## src/rtl/i2c_tgt_ll.sv

```systemverilog
// Low-level I2C target engine: START/STOP detection, 7-bit address match,
// byte shifting with single-byte rx/tx handshakes and SCL stretching on reads.
module i2c_tgt_ll #(
  parameter logic [6:0]  TGT_ADDR = 7'h50,
  parameter int unsigned FILT_LEN = 3
) (
  input  logic       clk,
  input  logic       rst,
  input  logic       scl_i,
  input  logic       sda_i,
  output logic       scl_oe,
  output logic       sda_oe,
  output logic [7:0] rx_data,
  output logic       rx_valid,
  output logic       rx_first,
  input  logic [7:0] tx_data,
  input  logic       tx_valid,
  output logic       tx_ready,
  output logic       busy,
  output logic       start_det,
  output logic       stop_det,
  output logic       nack_det
);

  localparam logic [3:0] FiltMax = 4'(FILT_LEN - 1);

  typedef enum logic [3:0] {
    StIdle, StAddr, StAddrAck, StWrData, StWrAck, StRdLoad, StRdData, StRdAck, StWaitStop
  } state_e;

  logic [1:0] scl_sync_q, sda_sync_q;
  logic       scl_f_q, sda_f_q, scl_prev_q, sda_prev_q;
  logic [3:0] scl_cnt_q, sda_cnt_q;
  logic       scl_rise, scl_fall, start_ev, stop_ev;

  state_e     state_q, state_d;
  logic [3:0] bit_cnt_q, bit_cnt_d;
  logic [7:0] shift_q, shift_d;
  logic [7:0] tx_shift_q, tx_shift_d;
  logic [7:0] rx_data_q, rx_data_d;
  logic       rw_q, rw_d;
  logic       phase_q, phase_d;
  logic       first_q, first_d;
  logic       sda_oe_q, sda_oe_d;
  logic       busy_q, busy_d;
  logic       rx_first_q, rx_first_d;
  logic       rx_valid_q, rx_valid_d;
  logic       start_det_q, start_det_d;
  logic       stop_det_q, stop_det_d;
  logic       nack_det_q, nack_det_d;

  // Two-flop synchronizers; idle bus level is high.
  always_ff @(posedge clk or posedge rst) begin
    if (rst) begin
      scl_sync_q <= 2'b11;
      sda_sync_q <= 2'b11;
    end else begin
      scl_sync_q <= {scl_sync_q[0], scl_i};
      sda_sync_q <= {sda_sync_q[0], sda_i};
    end
  end

  // Glitch filters: a level flips only after FILT_LEN consecutive differing samples.
  always_ff @(posedge clk or posedge rst) begin
    if (rst) begin
      scl_f_q   <= 1'b1;
      sda_f_q   <= 1'b1;
      scl_cnt_q <= 4'd0;
      sda_cnt_q <= 4'd0;
    end else begin
      if (scl_sync_q[1] == scl_f_q) begin
        scl_cnt_q <= 4'd0;
      end else if (scl_cnt_q == FiltMax) begin
        scl_f_q   <= scl_sync_q[1];
        scl_cnt_q <= 4'd0;
      end else begin
        scl_cnt_q <= scl_cnt_q + 4'd1;
      end
      if (sda_sync_q[1] == sda_f_q) begin
        sda_cnt_q <= 4'd0;
      end else if (sda_cnt_q == FiltMax) begin
        sda_f_q   <= sda_sync_q[1];
        sda_cnt_q <= 4'd0;
      end else begin
        sda_cnt_q <= sda_cnt_q + 4'd1;
      end
    end
  end

  // Previous filtered levels for edge and bus-condition detection.
  always_ff @(posedge clk or posedge rst) begin
    if (rst) begin
      scl_prev_q <= 1'b1;
      sda_prev_q <= 1'b1;
    end else begin
      scl_prev_q <= scl_f_q;
      sda_prev_q <= sda_f_q;
    end
  end

  assign scl_rise = scl_f_q & ~scl_prev_q;
  assign scl_fall = ~scl_f_q & scl_prev_q;
  assign start_ev = scl_f_q & scl_prev_q & sda_prev_q & ~sda_f_q;
  assign stop_ev  = scl_f_q & scl_prev_q & ~sda_prev_q & sda_f_q;

  // Protocol state and datapath registers.
  always_ff @(posedge clk or posedge rst) begin
    if (rst) begin
      state_q     <= StIdle;
      bit_cnt_q   <= 4'd0;
      shift_q     <= 8'h00;
      tx_shift_q  <= 8'h00;
      rx_data_q   <= 8'h00;
      rw_q        <= 1'b0;
      phase_q     <= 1'b0;
      first_q     <= 1'b0;
      sda_oe_q    <= 1'b0;
      busy_q      <= 1'b0;
      rx_first_q  <= 1'b0;
      rx_valid_q  <= 1'b0;
      start_det_q <= 1'b0;
      stop_det_q  <= 1'b0;
      nack_det_q  <= 1'b0;
    end else begin
      state_q     <= state_d;
      bit_cnt_q   <= bit_cnt_d;
      shift_q     <= shift_d;
      tx_shift_q  <= tx_shift_d;
      rx_data_q   <= rx_data_d;
      rw_q        <= rw_d;
      phase_q     <= phase_d;
      first_q     <= first_d;
      sda_oe_q    <= sda_oe_d;
      busy_q      <= busy_d;
      rx_first_q  <= rx_first_d;
      rx_valid_q  <= rx_valid_d;
      start_det_q <= start_det_d;
      stop_det_q  <= stop_det_d;
      nack_det_q  <= nack_det_d;
    end
  end

  // Next-state logic; START/STOP override every state.
  always_comb begin
    state_d     = state_q;
    bit_cnt_d   = bit_cnt_q;
    shift_d     = shift_q;
    tx_shift_d  = tx_shift_q;
    rx_data_d   = rx_data_q;
    rw_d        = rw_q;
    phase_d     = phase_q;
    first_d     = first_q;
    sda_oe_d    = sda_oe_q;
    busy_d      = busy_q;
    rx_first_d  = rx_first_q;
    rx_valid_d  = 1'b0;
    start_det_d = 1'b0;
    stop_det_d  = 1'b0;
    nack_det_d  = 1'b0;
    tx_ready    = 1'b0;
    scl_oe      = 1'b0;

    if (start_ev) begin
      state_d     = StAddr;
      sda_oe_d    = 1'b0;
      bit_cnt_d   = 4'd0;
      phase_d     = 1'b0;
      start_det_d = 1'b1;
    end else if (stop_ev) begin
      state_d    = StIdle;
      sda_oe_d   = 1'b0;
      busy_d     = 1'b0;
      phase_d    = 1'b0;
      stop_det_d = 1'b1;
    end else begin
      unique case (state_q)
        StIdle, StWaitStop: ;
        StAddr: begin
          if (scl_rise) begin
            shift_d   = {shift_q[6:0], sda_f_q};
            bit_cnt_d = bit_cnt_q + 4'd1;
            if (bit_cnt_q == 4'd7) begin
              bit_cnt_d = 4'd0;
              if (shift_q[6:0] == TGT_ADDR) begin
                state_d = StAddrAck;
                busy_d  = 1'b1;
                rw_d    = sda_f_q;
                first_d = 1'b1;
                phase_d = 1'b0;
              end else begin
                state_d = StIdle;
              end
            end
          end
        end
        StAddrAck, StWrAck: begin
          // First fall starts the ACK bit, second fall ends it.
          if (scl_fall) begin
            if (!phase_q) begin
              sda_oe_d = 1'b1;
              phase_d  = 1'b1;
            end else begin
              sda_oe_d = 1'b0;
              phase_d  = 1'b0;
              state_d  = (state_q == StAddrAck && rw_q) ? StRdLoad : StWrData;
            end
          end
        end
        StWrData: begin
          if (scl_rise) begin
            shift_d   = {shift_q[6:0], sda_f_q};
            bit_cnt_d = bit_cnt_q + 4'd1;
            if (bit_cnt_q == 4'd7) begin
              bit_cnt_d  = 4'd0;
              rx_data_d  = {shift_q[6:0], sda_f_q};
              rx_valid_d = 1'b1;
              rx_first_d = first_q;
              first_d    = 1'b0;
              phase_d    = 1'b0;
              state_d    = StWrAck;
            end
          end
        end
        StRdLoad: begin
          // SCL is low here; hold it low until fabric supplies a byte.
          if (tx_valid) begin
            tx_ready   = 1'b1;
            tx_shift_d = tx_data;
            sda_oe_d   = ~tx_data[7];
            bit_cnt_d  = 4'd1;
            state_d    = StRdData;
          end else begin
            scl_oe = 1'b1;
          end
        end
        StRdData: begin
          if (scl_fall) begin
            if (bit_cnt_q == 4'd8) begin
              sda_oe_d  = 1'b0;
              bit_cnt_d = 4'd0;
              phase_d   = 1'b0;
              state_d   = StRdAck;
            end else begin
              sda_oe_d   = ~tx_shift_q[6];
              tx_shift_d = {tx_shift_q[6:0], 1'b0};
              bit_cnt_d  = bit_cnt_q + 4'd1;
            end
          end
        end
        StRdAck: begin
          if (scl_rise) begin
            if (!sda_f_q) begin
              phase_d = 1'b1;
            end else begin
              nack_det_d = 1'b1;
              busy_d     = 1'b0;
              sda_oe_d   = 1'b0;
              state_d    = StWaitStop;
            end
          end else if (scl_fall && phase_q) begin
            phase_d = 1'b0;
            state_d = StRdLoad;
          end
        end
        default: state_d = StIdle;
      endcase
    end
  end

  assign sda_oe    = sda_oe_q;
  assign rx_data   = rx_data_q;
  assign rx_valid  = rx_valid_q;
  assign rx_first  = rx_first_q;
  assign busy      = busy_q;
  assign start_det = start_det_q;
  assign stop_det  = stop_det_q;
  assign nack_det  = nack_det_q;

endmodule

```

## config.mk

```make
export PLATFORM = sky130hd
export DESIGN_NAME = i2c_tgt_ll
export DESIGN_NICKNAME = d
export VERILOG_FILES = /design/src/rtl/i2c_tgt_ll.sv
export SDC_FILE = /design/constraint.sdc
export NUM_CORES = 1
export LEC_CHECK = 0
export CORE_MARGIN = 2
export CORE_UTILIZATION = 52
export DETAILED_ROUTE_END_ITERATION = 7
export PLACE_DENSITY = 0.74
export SKIP_CTS_REPAIR_TIMING = 1
export SLEW_MARGIN = 0
export SYNTH_ARGS = -nofsm -noshare
export SYNTH_HDL_FRONTEND = slang
export SYNTH_SLANG_ARGS = --single-unit
```

## constraint.sdc

```tcl
create_clock -name clk -period 2.5 [get_ports clk]
set_input_delay 0.25 -clock clk [delete_from_list [all_inputs] [get_ports clk]]
set_output_delay 0.25 -clock clk [all_outputs]
set_load 0.01 [all_outputs]
```

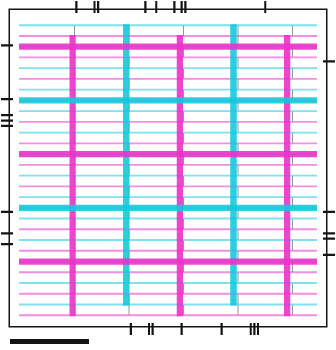
(run_1/power_grid.png)
The bar under the picture is 20 µm long. Pins as bars on the die edge. Tap cells in gray.
color	net
cyan	VDD
magenta	VSS
met1 rails	28
met4 straps	5
met5 straps	5
signal pins	30
rows	27

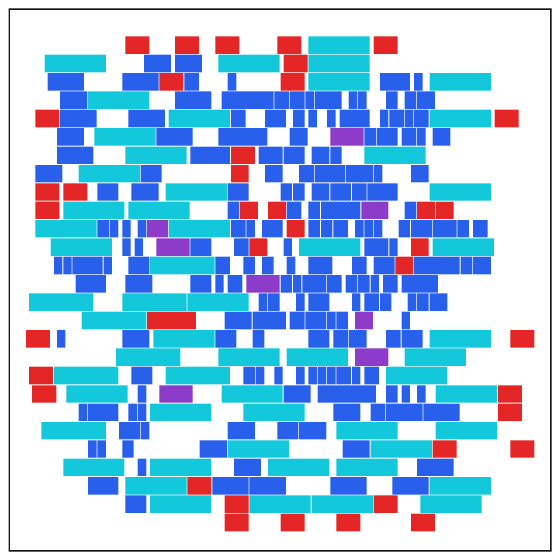
(run_1/placement_by_type.png)
color	class	cells
cyan	flops	56
purple	clock drivers and dummy loads	8
red	other buffers and delay cells	39
blue	combinational and other logic	193

==> results.txt, run 1 <==
Physical implementation.

- The netlist uses 58 different library cells.
- After detailed routing, the average wire length per cell comes to 14.9 µm.
- The half-perimeter wire length after placement is between 4 and 5 mm.
- The number of antenna diodes in the final layout is 0.
- The worst slew margin relative to its limit is 0.670.
- The area fraction in and, or, nand and nor cells after synthesis is 0.181.
- The post-synthesis register bit count is 56.
- The maximum number of pins on one net before global-route repair is 36.
- The number of DRC violations after detailed routing is 0.
- After the last flow step, the layout net total stands at 314.
- Among all flip-flop cells after synthesis, the most frequent one is sky130_fd_sc_hd__dfrtp_1.
- According to the report, the first pass of detailed routing completed in 4 iterations.
- Per the CTS log, the buffer count on the longest clock path is 2.
- The post-synth tally of flip-flops with integrated enable is 0.
- Across every metal layer, demand over resource in global routing totals 0.193.
- The global-route wire length before repair is 9.54 mm.
- The run finished with clean final reports.
- The post-synthesis async set-or-reset flop share is 1.00.
- After layout, the worst setup slack is 0.174 ns.
- The clock transition at the registers of the reported paths is 0.10 ns.
- The boundary pin count is 30.
- The number of antenna-violating nets in the routed design is 0.
- Summing all multiplexer cells gives an area fraction of 0.144.
- TritonCTS built the clock tree.
- The floorplan step records an initial core utilization of 0.542.
- The cell count in the Yosys report is approximately 260.
- The total area inside the core boundary comes to roughly 5500 µm².
- At the worst endpoint, the arrival time is 2.08 ns.
- As logged by OpenROAD, the buffers inserted on ports number 29.
- The OpenROAD warning count is 29.
- The violation tally recorded at the end of detailed-routing iteration 0 is roughly 270.
- The later pin in the worst-skew pair is clocked with a latency of 0.32 ns.
- Per the detail_route report, the via count comes to 2103.
- Per the post-synthesis report, the nets total 281.
- The tree built by TritonCTS fans out to between 50 and 60 sinks.
- The number of cell rows is 27.
- Post-synthesis, Yosys gives the total cell area as 3000 µm².
- Global routing finished with a remaining overflow of 0.
- The area after detailed placement is 3360 µm².
- Of the total synthesized cell area, the portion taken by full adders, half adders and majority gates is 0.0250.
- The number of inserted filler cells in the final layout is 450.
- The die is 80.0 µm tall.
- The required time at the worst-slack endpoint is 2.25 ns.
- Setup repair after global routing left no endpoint under its margin.
- In this run the worst hold path is classified as in -> async.
- The worst setup path is captured at a primary output.
- The xor and xnor area share after synthesis is 0.0262.
- In this run the horizontal extent of the chip is 80.0 µm.
- The maximum frequency from static timing analysis is 430 MHz.
- The tree is rooted in a sky130_fd_sc_hd__clkbuf_8.
- The total stage count of the critical path is 4.
- For this run, the detailed router reports a per-instance via density of 5.71.
- The transition time at the pin with the least slew margin is slightly below 0.5 ns.
- The number of failing setup endpoints in the final timing report is 0.
- The fraction of the mapped netlist area in compound gates is 0.104.
- The via count of the first global-routing pass is 1972.
- In the finished design, the share of the clock period the worst path needs comes to 0.930.
- On the critical path the largest part of the delay comes from simple AND/OR/NAND/NOR gates.
- Across all register-to-register paths, the minimum setup slack is 0.46 ns.
- The final max-slew violation count recorded for this run is 0.
- The critical path start-end classification is reg -> out.
- The number of antenna violations at the first check in global routing was 0.
- The number of cells on the worst reg-to-reg path is 4.
- The final estimated routing congestion in global placement is 0.913.
- Per the post-synthesis report, the number of cells in the design is 262.
- The final cell area excluding filler cells is 3460 µm².
- The cell with the biggest individual delay on the critical path is sky130_fd_sc_hd__dfrtp_1.
- The register share after synthesis is 0.470.
- Per the power-grid run, VDD falls by no more than approximately 0.00058 V.
- The number of maximum-capacitance violations recorded for the run is 0.
- The synthesis-to-layout area growth is 15.1%.
- During synthesis, Yosys emitted a total of 0 warnings.
- The top logic cell by instance count in the layout is sky130_fd_sc_hd__dfrtp_1.
- The final worst clock skew is 0.00750 ns.
- The signal on the critical path passes through and4bb_2 > nand2b_2 > nor2_1 > clkdlybuf4s50_1.
- The number of buffers created by CTS is 5.
- The critical path maximum fanout is 11.
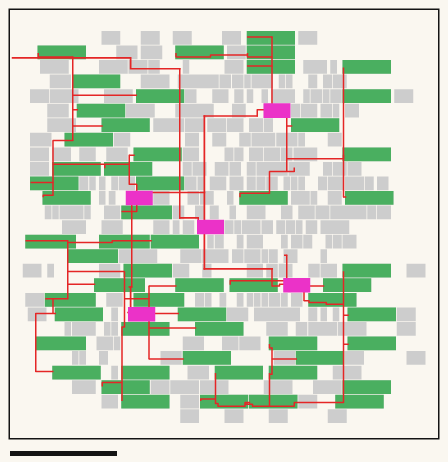
(run_1/clk_routes.png)
The bar under the picture is 20 µm long.
[red] clock wires | length: 631 µm
[magenta] clock drivers | count: 5
[green] flip-flops | count: 56
flops lie	all over the die

==> run 1: power breakdown <==
| part | switching, mW | internal, mW |
|---|---|---|
| registers | 0.287 | 1.17 |
| logic | 0.690 | 0.685 |
| clock network | 0.312 | 0.206 |
==> run 1: per-stage QoR <==
step | hold WS, ns | instances | util | power [mW]
after floorplan | 0.254 | 262 | - | 2.55
after global placement | 0.347 | 360 | 0.607 | 2.82
after detailed placement | 0.347 | 360 | 0.607 | 2.84
after CTS | 0.284 | 368 | 0.624 | 3.37
after global routing | 0.314 | 368 | 0.624 | 3.62
final | 0.274 | 368 | 0.624 | 3.35
==> run 1: area by class of cell <==
| cell class | count | area (µm²) | share of cell area |
|---|---|---|---|
| multi-input cells | 182 | 1440 | 0.417 |
| flip-flops and latches | 56 | 1410 | 0.408 |
| repair buffers | 39 | 378 | 0.109 |
| well taps | 72 | 90.1 | 0.0260 |
| clock buffers | 5 | 68.8 | 0.0199 |
| inverters | 11 | 41.3 | 0.0119 |
| clock inverters | 3 | 27.5 | 0.00796 |
==> run 1: state kept, by name, indices dropped and copies added (netlist names), 2 cells and up <==
name        cells
rx_data         8
state_q         4
bit_cnt_q       4
tx_shift_q      7
shift_q         7
sda_cnt_q       4
scl_sync_q      2
scl_cnt_q       4
sda_sync_q      2
==> run 1: cell usage after synthesis (3+ instances only) <==
master	n	area (µm²)
sky130_fd_sc_hd__a21oi_1	11	55.1
sky130_fd_sc_hd__and3_1	3	18.8
sky130_fd_sc_hd__buf_2	4	20.0
sky130_fd_sc_hd__buf_4	3	22.5
sky130_fd_sc_hd__buf_6	6	67.6
sky130_fd_sc_hd__dfrtp_1	48	1200
sky130_fd_sc_hd__dfstp_2	8	210
sky130_fd_sc_hd__ha_1	6	75.1
sky130_fd_sc_hd__inv_1	10	37.5
sky130_fd_sc_hd__mux2_2	16	180
sky130_fd_sc_hd__mux2_4	14	210
sky130_fd_sc_hd__mux2i_1	3	30.0
sky130_fd_sc_hd__nand2_1	18	67.6
sky130_fd_sc_hd__nand2b_1	3	18.8
sky130_fd_sc_hd__nand3_1	7	35.0
sky130_fd_sc_hd__nand3b_1	3	22.5
sky130_fd_sc_hd__nor2_1	24	90.1
sky130_fd_sc_hd__nor2b_1	4	25.0
sky130_fd_sc_hd__nor3_1	6	30.0
sky130_fd_sc_hd__o21ai_0	5	25.0
sky130_fd_sc_hd__o22ai_1	8	50.1
sky130_fd_sc_hd__xnor2_1	3	26.3
sky130_fd_sc_hd__xor2_1	6	52.6
==> run 1: worst paths after layout <==
kind,start,to
max,state_q[3]$_DFFE_PP0P_,scl_oe
min,rst,state_q[0]$_DFFE_PP0P_
max in group asynchronous,rst,scl_prev_q$_DFF_PP1_
min in group clk,scl_i,scl_sync_q[0]$_DFF_PP1_
max reg2reg,state_q[3]$_DFFE_PP0P_,tx_shift_q[6]$_DFFE_PP0P_
min reg2reg,sda_sync_q[0]$_DFF_PP1_,sda_sync_q[1]$_DFF_PP1_
==> run 1: per-layer routing <==
metal,share of wire,routed length (µm),up-vias,GRT usage
met3,0.049,271,10,0.0339
met5,0,0,-,0
li1,-,-,998,-
met2,0.48,2630,66,0.293
met4,0.015,83,0,0.0678
met1,0.46,2510,1029,0.278
## Run 2: what changed since run 1
--- a/config.mk
+++ b/config.mk
@@ -7,6 +7,7 @@
 export LEC_CHECK = 0
 export CORE_MARGIN = 2
 export CORE_UTILIZATION = 52
+export CTS_BUF_LIST = sky130_fd_sc_hd__clkbuf_8
 export DETAILED_ROUTE_END_ITERATION = 7
 export PLACE_DENSITY = 0.74
 export SKIP_CTS_REPAIR_TIMING = 1
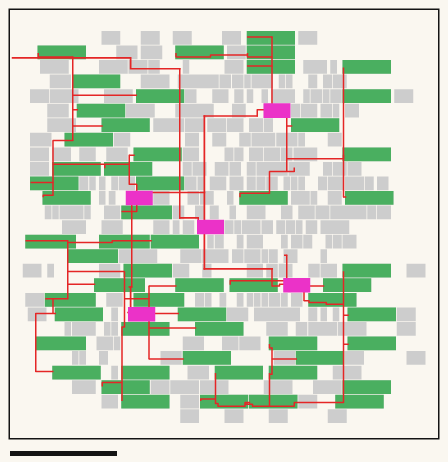
(run_2/clk_routes.png)
The bar under the picture is 20 µm long.
[green] flip-flops | count: 56
[magenta] clock drivers | count: 5
[red] clock wires | length: 631 µm
flops lie	all over the die

==> run 2 against run 1 <==
Critical path depth is the same; largest power group unchanged; non-clock buffer count unchanged; register-to-register slack about the same; first-iteration DRC count stayed put; global-route usage is the same; critical endpoint unchanged; synthesized area unchanged; largest cell class unchanged; via count unchanged; maximum frequency did not move.
==> results.txt, run 2 <==
Physical implementation.

- The count of warnings emitted by yosys is 0 (unchanged).
- The number of distinct library cells after synthesis came to 58 (unchanged).
- The synthesis-to-layout area growth is 15.1% (unchanged).
- TritonCTS built the clock tree.
- The core region area is 5540 µm² (unchanged).
- The final worst clock skew was 0.00750 ns (unchanged).
- The register share after synthesis is 0.470 (unchanged).
- The number of DRC violations after detailed-routing iteration 0 is 269 (unchanged).
- In the final layout, the share of cells above drive strength 1 is 0.253.
- The count of input and output buffers is 29 (unchanged).
- The root buffer cell chosen for the clock tree is sky130_fd_sc_hd__clkbuf_8.
- The post-synthesis instance total is 262 (unchanged).
- The synthesized netlist net count was 281 (unchanged).
- The maximum cell stage delay along the critical path is 0.55 ns.
- The number of buffers and inverters on the critical path is 1.
- The clock period could shrink to 2.33 ns.
- The number of DRC violations after detailed routing is 0 (unchanged).
- The clock transition at the registers of the reported paths came to 0.10 ns (about the same).
- The final cell area excluding filler cells is 3460 µm² (unchanged).
- The post-synthesis register bit count is 56 (unchanged).
- The max-capacitance violation count came to 0 (unchanged).
- The clock network latency to the later pin of the worst-skew pair is 0.32 ns (about the same).
- In this run the worst hold path is classified as in -> async.
- The number of cell rows was 27 (unchanged).
- The critical register-to-register path endpoint is tx_shift_q[6]$_DFFE_PP0P_.
- The final net count is 314 (unchanged).
- The number of flip-flops in the largest register came to 8 (unchanged).
- The run finished with clean final reports.
- Grouping stages by cell kind, the critical path spends the most delay in simple AND/OR/NAND/NOR gates.
- The share of the cycle needed by the critical path after routing is 0.930 (unchanged).
- The number of failing setup endpoints in the final timing report was 0 (unchanged).
- The number of antenna violations at the first check in global routing is 0 (unchanged).
- The average vias per placed instance is 5.71 (unchanged).
- The first-pass iteration count of the detailed router is 4 (unchanged).
- By area the synthesized netlist is led by sky130_fd_sc_hd__dfrtp_1 40%, sky130_fd_sc_hd__dfstp_2 7.0%, sky130_fd_sc_hd__mux2_4 7.0%.
- The maximum clock insertion buffer count is 2 (unchanged).
- The number of sinks driven by the clock tree was 56 (unchanged).
- The number of cells in the design after placement is 360 (unchanged).
- The via count of the first global-routing pass is 1972 (unchanged).
- The launching element type of the critical path is a flop.
- The final non-filler cell total is 368 (unchanged).
- The maximum fanout along the worst path is 11 (unchanged).
- The remaining global-route overflow came to 0 (unchanged).
- Walking the worst path, the cells encountered are and4bb_2 > nand2b_2 > nor2_1 > clkdlybuf4s50_1.
- The transition time at the pin with the least slew margin came to 0.494 ns (unchanged).
- The final hold slack is 0.274 ns (unchanged).
- The share of the synthesized area in the top cell type is 0.400 (unchanged).
- The horizontal die dimension is 80.0 µm (unchanged).
- The die span in y is 80.0 µm (unchanged).
- The maximum number of pins on one net before global-route repair is 36 (unchanged).
- The register-to-register path setup slack is 0.46 ns (about the same).
- The final-report max-slew violation count is 0 (unchanged).
- The maximum frequency from static timing analysis is 430 MHz (unchanged).
- The global router's overall resource usage came to 0.193 (unchanged).
- The required time at the worst-slack endpoint is 2.25 ns (about the same).
- The post-synth tally of flip-flops with integrated enable was 0 (unchanged).
- The number of antenna-violating nets in the routed design is 0 (unchanged).
- The area after detailed placement is 3360 µm² (unchanged).
- The half-perimeter wire length after placement is 4.03 mm (unchanged).
- Yosys reports that the most numerous cell types are 48 x sky130_fd_sc_hd__dfrtp_1, 24 x sky130_fd_sc_hd__nor2_1, 18 x sky130_fd_sc_hd__nand2_1, 16 x sky130_fd_sc_hd__mux2_2, 14 x sky130_fd_sc_hd__mux2_4.
- The boundary pin count is 30 (unchanged).
- The floorplan utilization came to 0.542 (unchanged).
- The total vias in the final route is 2103 (unchanged).
- The worst slew margin relative to its limit is 0.670 (unchanged).
- The cell count in the Yosys report is 262 (unchanged).
- The top logic cell by instance count in the layout is sky130_fd_sc_hd__dfrtp_1.
- The Yosys chip area was 3000 µm² (unchanged).
- The worst register-to-register path begins at state_q[3]$_DFFE_PP0P_.
- The most popular library cell in the synthesized design by count is sky130_fd_sc_hd__dfrtp_1.
- Looking at the setup timing report, the critical path kind is reg -> out.
- The ratio of total power to cell area is around 970 nW/µm².
- The total stage count of the critical path is 4 (unchanged).
- Post-synth the commonest register cell is sky130_fd_sc_hd__dfrtp_1.
- Per the cell usage report, the commonest logic cells after layout are 48 x sky130_fd_sc_hd__dfrtp_1, 29 x sky130_fd_sc_hd__clkdlybuf4s50_1, 24 x sky130_fd_sc_hd__nor2_1, 18 x sky130_fd_sc_hd__nand2_1, 16 x sky130_fd_sc_hd__mux2_2.
- The cell taking the most area after synthesis is sky130_fd_sc_hd__dfrtp_1.
- The number of cells on the worst reg-to-reg path is 4 (unchanged).
- The detailed-route wire length per cell is 14.9 µm (unchanged).
- The total inserted antenna cells is 0 (unchanged).
- STA classifies the critical path endpoint as a primary output.
- The post-synthesis async set-or-reset flop share came to 1.00 (unchanged).
- The sum of negative setup slack is 0 ns.
- The arrival time at the worst endpoint is 2.08 ns (about the same).
- The global-route wire length before repair is 9.54 mm (unchanged).
- The number of buffers created by CTS is 5 (unchanged).
- The worst-case vdd ir drop is 0.000576 V (unchanged).
- Among all stages on the critical path, the largest delay is contributed by sky130_fd_sc_hd__dfrtp_1.
- Setup repair after global routing left no endpoint under its margin.
- The final estimated routing congestion in global placement was 0.913 (unchanged).
- The OpenROAD warning count is 29 (unchanged).
==> run 2: cell counts after synthesis <==
No cell type changed its count.
==> run 2: how the worst max path moves through the flow <==
stage | start | end | slack [ns]
floorplan | sda_f_q$_DFFE_PP1P_ | tx_shift_q[0]$_DFFE_PP0P_ | 0.67
global placement | state_q[2]$_DFFE_PP0P_ | phase_q$_DFFE_PP0P_ | 0.51
detailed placement | state_q[3]$_DFFE_PP0P_ | tx_shift_q[1]$_DFFE_PP0P_ | 0.50
CTS | state_q[3]$_DFFE_PP0P_ | scl_oe | 0.17
global route | state_q[3]$_DFFE_PP0P_ | scl_oe | 0.10
finish | state_q[3]$_DFFE_PP0P_ | scl_oe | 0.17
==> run 2: report_power, final <==
group | total, mW | internal [mW] | leakage [nW] | switching [mW]
combinational | 1.37 | 0.685 | 0.799 | 0.690
clock | 0.518 | 0.206 | 0.0463 | 0.312
sequential | 1.46 | 1.17 | 0.722 | 0.287
==> run 2: cells by family after synthesis <==
| family | share of synthesized area |
|---|---|
| fa+ha+maj | 0.0250 |
| xor+xnor | 0.0262 |
| mux | 0.144 |
| flops | 0.470 |
| compound gates | 0.104 |
| buf+inv | 0.0504 |
| simple gates | 0.181 |
==> run 2: area by class of cell <==
type	instances	area (µm²)
clock inverter	3	27.5
sequential	56	1410
clock buffer	5	68.8
timing repair buffer	39	378
multi-input combinational	182	1440
fill	450	2080
tap	72	90.1
inverter	11	41.3
==> run 2: routing by layer <==
metal	up-vias	wire (µm)	global-route usage
met1	1029	2510	0.278
met5	-	0	0
met3	10	271	0.0339
li1	998	-	-
met2	66	2630	0.293
met4	0	83	0.0678
==> run 2: metrics by stage <==
stage | utilization | setup slack [ns] | power (mW)
floorplan | - | 0.666 | 2.55
global placement | 0.607 | 0.509 | 2.82
detailed placement | 0.607 | 0.502 | 2.84
CTS | 0.624 | 0.168 | 3.37
global route | 0.624 | 0.104 | 3.62
finish | 0.624 | 0.174 | 3.35
Power is estimated from default activity; no workload was simulated.
